[config.mk]
export PLATFORM = sky130hd
export DESIGN_NAME = uart_tx
export DESIGN_NICKNAME = d
export VERILOG_FILES = /design/src/rtl/uart_pkg.sv /design/src/rtl/uart_tx.sv
export SDC_FILE = /design/constraint.sdc
export NUM_CORES = 1
export LEC_CHECK = 0
export ABC_AREA = 1
export CAP_MARGIN = 20
export CELL_PAD_IN_SITES_DETAIL_PLACEMENT = 1
export CELL_PAD_IN_SITES_GLOBAL_PLACEMENT = 2
export CORE_ASPECT_RATIO = 0.7
export CORE_UTILIZATION = 32
export DETAILED_ROUTE_END_ITERATION = 10
export PLACE_DENSITY = 0.73
export SYNTH_ARGS = -nofsm -noshare
export SYNTH_HDL_FRONTEND = slang
export SYNTH_SLANG_ARGS = --single-unit
[constraint.sdc]
create_clock -name clk -period 1.85 [get_ports clk]
set_input_delay 0.37 -clock clk [delete_from_list [all_inputs] [get_ports clk]]
set_output_delay 0.37 -clock clk [all_outputs]
set_load 0.03 [all_outputs]
[src/rtl/uart_pkg.sv]
// -----------------------------------------------------------------------------
// uart_pkg
// Shared definitions for the UART transmitter and receiver.
//   - uart_state_e : frame FSM states (encoding shared with the receiver)
//   - PARITY_*     : encodings of the 2-bit parity mode input
//   - TICKS_PER_BIT: default number of 16x baud ticks per serial bit
//   - parity_bit() / parity_enabled(): parity helpers
// -----------------------------------------------------------------------------
package uart_pkg;

    typedef enum logic [2:0] {
        IDLE   = 3'd0,
        START  = 3'd1,
        DATA   = 3'd2,
        PARITY = 3'd3,
        STOP   = 3'd4
    } uart_state_e;

    localparam logic [1:0] PARITY_NONE = 2'b00;
    localparam logic [1:0] PARITY_ODD  = 2'b01;
    localparam logic [1:0] PARITY_EVEN = 2'b10;

    localparam int TICKS_PER_BIT = 16;

    // Parity bit appended to the frame; only meaningful when parity_enabled().
    function automatic logic parity_bit(input logic [7:0] data, input logic [1:0] mode);
        return (mode == PARITY_ODD) ? ~^data : ^data;
    endfunction

    // The reserved mode 2'b11 behaves like PARITY_NONE.
    function automatic logic parity_enabled(input logic [1:0] mode);
        return (mode == PARITY_ODD) || (mode == PARITY_EVEN);
    endfunction

endpackage

[src/rtl/uart_tx.sv]
// -----------------------------------------------------------------------------
// uart_tx
// Serial UART transmitter. Frames one byte per accepted request as
// start bit, 8 data bits LSB first, optional parity bit, stop bit(s).
// Bit timing is counted in pulses of the shared 16x oversampling tick.
//
// Build option:
//   UART_TX_TWO_STOP_EN  defined  -> two stop bits (2*STOP_TICKS ticks)
//                        undefined-> one stop bit (STOP_TICKS ticks)
//
// Ports:
//   clk       in   system clock
//   a_resetn  in   asynchronous active-low reset
//   b_tick    in   one-clk baud oversample strobe
//   parity    in   [1:0] 00 none, 01 odd, 10 even, 11 none
//   tx_start  in   send request, level-sampled, honoured only when idle
//   din       in   [7:0] byte to send
//   tx        out  serial line, idle high, registered
//   tx_busy   out  high while a frame is in progress
//   tx_done   out  one-clk pulse after the last stop tick
// -----------------------------------------------------------------------------
module uart_tx #(
    parameter int TICKS_PER_BIT = uart_pkg::TICKS_PER_BIT,
    parameter int STOP_TICKS    = 16
) (
    input  logic       clk,
    input  logic       a_resetn,
    input  logic       b_tick,
    input  logic [1:0] parity,
    input  logic       tx_start,
    input  logic [7:0] din,
    output logic       tx,
    output logic       tx_busy,
    output logic       tx_done
);
    import uart_pkg::*;

`ifdef UART_TX_TWO_STOP_EN
    localparam int STOP_LEN = 2 * STOP_TICKS;
`else
    localparam int STOP_LEN = STOP_TICKS;
`endif

    // Sized for the longest interval that can ever be counted (two stop bits).
    localparam int CNT_MAX = (TICKS_PER_BIT > 2 * STOP_TICKS) ? TICKS_PER_BIT : 2 * STOP_TICKS;
    localparam int CNT_W   = $clog2(CNT_MAX);

    localparam logic [CNT_W-1:0] BIT_LAST  = CNT_W'(TICKS_PER_BIT - 1);
    localparam logic [CNT_W-1:0] STOP_LAST = CNT_W'(STOP_LEN - 1);

    uart_state_e      r_state;
    logic [CNT_W-1:0] r_cnt;
    logic [2:0]       r_bit_idx;
    logic [7:0]       r_shift;
    logic [1:0]       r_parity;
    logic             r_parity_bit;
    logic             r_tx;
    logic             r_tx_done;

    uart_state_e      w_state_nxt;
    logic [CNT_W-1:0] w_cnt_nxt;
    logic [2:0]       w_bit_idx_nxt;
    logic [7:0]       w_shift_nxt;
    logic [1:0]       w_parity_nxt;
    logic             w_parity_bit_nxt;
    logic             w_tx_nxt;
    logic             w_tx_done_nxt;
    logic             w_bit_end;

    assign w_bit_end = b_tick && (r_cnt == BIT_LAST);

    // Next-state logic for the frame FSM and its datapath.
    always_comb begin
        // NOTE: every output of this block gets a default first so no path
        // leaves a variable unassigned, which would otherwise infer a latch.
        w_state_nxt      = r_state;
        w_cnt_nxt        = r_cnt;
        w_bit_idx_nxt    = r_bit_idx;
        w_shift_nxt      = r_shift;
        w_parity_nxt     = r_parity;
        w_parity_bit_nxt = r_parity_bit;
        w_tx_done_nxt    = 1'b0;

        case (r_state)
            IDLE: begin
                w_cnt_nxt = '0;
                if (tx_start) begin
                    w_shift_nxt      = din;
                    w_parity_nxt     = parity;
                    w_parity_bit_nxt = parity_bit(din, parity);
                    w_state_nxt      = START;
                end
            end

            START: begin
                if (w_bit_end) begin
                    w_cnt_nxt     = '0;
                    w_bit_idx_nxt = 3'd0;
                    w_state_nxt   = DATA;
                end else if (b_tick) begin
                    w_cnt_nxt = r_cnt + CNT_W'(1);
                end
            end

            DATA: begin
                if (w_bit_end) begin
                    w_cnt_nxt = '0;
                    if (r_bit_idx == 3'd7) begin
                        w_bit_idx_nxt = 3'd0;
                        w_state_nxt   = parity_enabled(r_parity) ? PARITY : STOP;
                    end else begin
                        w_bit_idx_nxt = r_bit_idx + 3'd1;
                    end
                end else if (b_tick) begin
                    w_cnt_nxt = r_cnt + CNT_W'(1);
                end
            end

            PARITY: begin
                if (w_bit_end) begin
                    w_cnt_nxt   = '0;
                    w_state_nxt = STOP;
                end else if (b_tick) begin
                    w_cnt_nxt = r_cnt + CNT_W'(1);
                end
            end

            STOP: begin
                if (b_tick && (r_cnt == STOP_LAST)) begin
                    w_cnt_nxt     = '0;
                    w_tx_done_nxt = 1'b1;
                    w_state_nxt   = IDLE;
                end else if (b_tick) begin
                    w_cnt_nxt = r_cnt + CNT_W'(1);
                end
            end

            default: begin
                w_cnt_nxt   = '0;
                w_state_nxt = IDLE;
            end
        endcase

        // Line level is decoded from the state being entered, so the tx flop
        // changes on the same edge as the FSM and the start bit appears one
        // clk after acceptance.
        case (w_state_nxt)
            START:   w_tx_nxt = 1'b0;
            DATA:    w_tx_nxt = w_shift_nxt[w_bit_idx_nxt];
            PARITY:  w_tx_nxt = w_parity_bit_nxt;
            default: w_tx_nxt = 1'b1;
        endcase
    end

    always_ff @(posedge clk or negedge a_resetn) begin
        if (!a_resetn) begin
            r_state      <= IDLE;
            r_cnt        <= '0;
            r_bit_idx    <= 3'd0;
            r_shift      <= 8'h00;
            r_parity     <= PARITY_NONE;
            r_parity_bit <= 1'b0;
            r_tx         <= 1'b1;
            r_tx_done    <= 1'b0;
        end else begin
            // NOTE: non-blocking assignments so every flop samples the values
            // from before this edge, independent of statement order.
            r_state      <= w_state_nxt;
            r_cnt        <= w_cnt_nxt;
            r_bit_idx    <= w_bit_idx_nxt;
            r_shift      <= w_shift_nxt;
            r_parity     <= w_parity_nxt;
            r_parity_bit <= w_parity_bit_nxt;
            r_tx         <= w_tx_nxt;
            r_tx_done    <= w_tx_done_nxt;
        end
    end

    assign tx      = r_tx;
    assign tx_done = r_tx_done;
    assign tx_busy = (r_state != IDLE);

endmodule
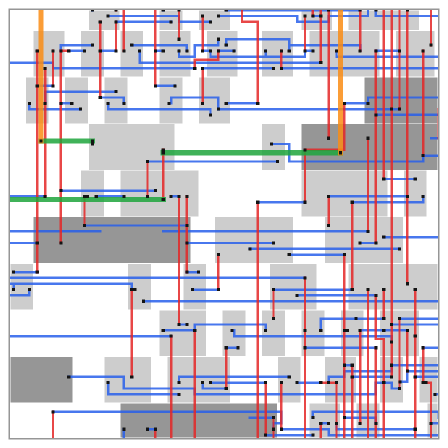
(close-up of the layout)
Window x 29 to 54, y 17 to 42 um. Cells in grey, sequential cells in the stronger grey; small squares are vias.
| colour | layer |
|---|---|
| green | met3 |
| red | met2 |
| blue | met1 |
| orange | met4 |
netlist names of flops here include: `r_bit_idx` (2), `r_cnt` (1)
most frequent: inv_1 (9), nand2_1 (6), nand3_1 (5)
sequential cells in the window: 3
cells with their middle in the window: 43

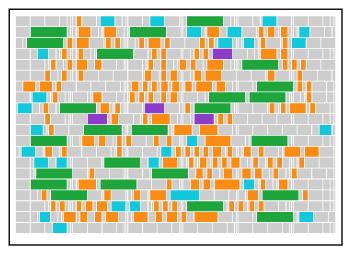
(cell classes on the final placement)
(4 px per um) Fill, decap, tap and diode cells in grey.
| colour | class | cells |
|---|---|---|
| green | flops | 24 |
| orange | all other logic | 158 |
| cyan | other buffers and delay cells | 27 |
| purple | clock drivers and dummy loads | 4 |

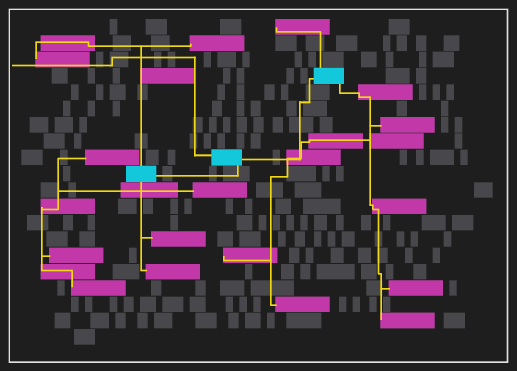
(clock network drawn from the DEF)
(6 px per um)
[yellow] clock wires | length: 351 um
[cyan] cells driving clock nets | count: 3
[magenta] flip-flops | count: 24
routed clock nets: 4
flops lie: all over the die

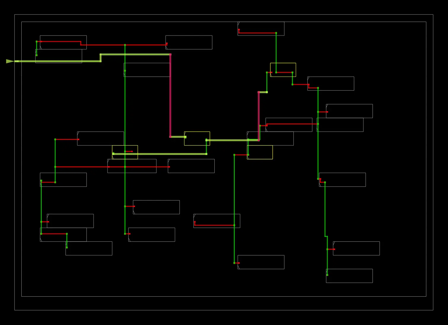
(clock wiring as the flow saved it)
number of clock buffers in the layout: 4
Clock Skews: 0.00135 ns
clk sink count: 24
FFs & Latches: 24
Clock Power: 0.362 mW

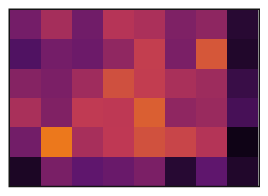
(placement density heat map)
(3 px per um) The die is cut into 8 by 6 equal tiles; black is low, pale yellow is high, 0 to 100% covered.
emptiest ninth of the die: bottom right
densest ninth of the die: middle
mean over tiles: 37%
fullest tile: 69%

==> run notes <==
The full implementation flow was run.

The combinational cell power stands at 0.862 mW. The area fraction in full adders, half adders and majority gates stands at 2.57%. Detailed routing placed a total of about 1.6 mm of wire on met2. Post-route period utilization is reported as about 94%. For the worst reg-to-reg path, the endpoint reported by OpenROAD is tx. The synthesis stats list as the most numerous cell nand2_1. The global router's overall resource usage stands at 16.9%. After detailed placement, the design holds a cell count of ~260. The run finished with clean final reports.

Per the run report, area growth between synthesis and finish was 25.8%. STA classifies the critical path startpoint as a flip-flop. The global route stage reports its total congestion overflow as 0.

Per report_power, the combinational group accounts for between 40% and 50% of the total. Leaving out the clock tree, the finished layout contains an inverter count of 27. The critical path starts at r_state[2]. The OpenROAD warning count stands at 26. TritonCTS built the clock tree. The final max-slew violation count recorded for this run is 0. Per the layout area report, the combinational fraction of cell area is between 40% and 50%. The tree is rooted in a clkbuf_8. The clock latency on the worst-skew pair stands at roughly 0.27 ns. The fraction of power consumed by sequential logic stands at 39.8%.

The finished design was reported to have a net count of between 200 and 250.
Power and IR drop assume default switching activity.
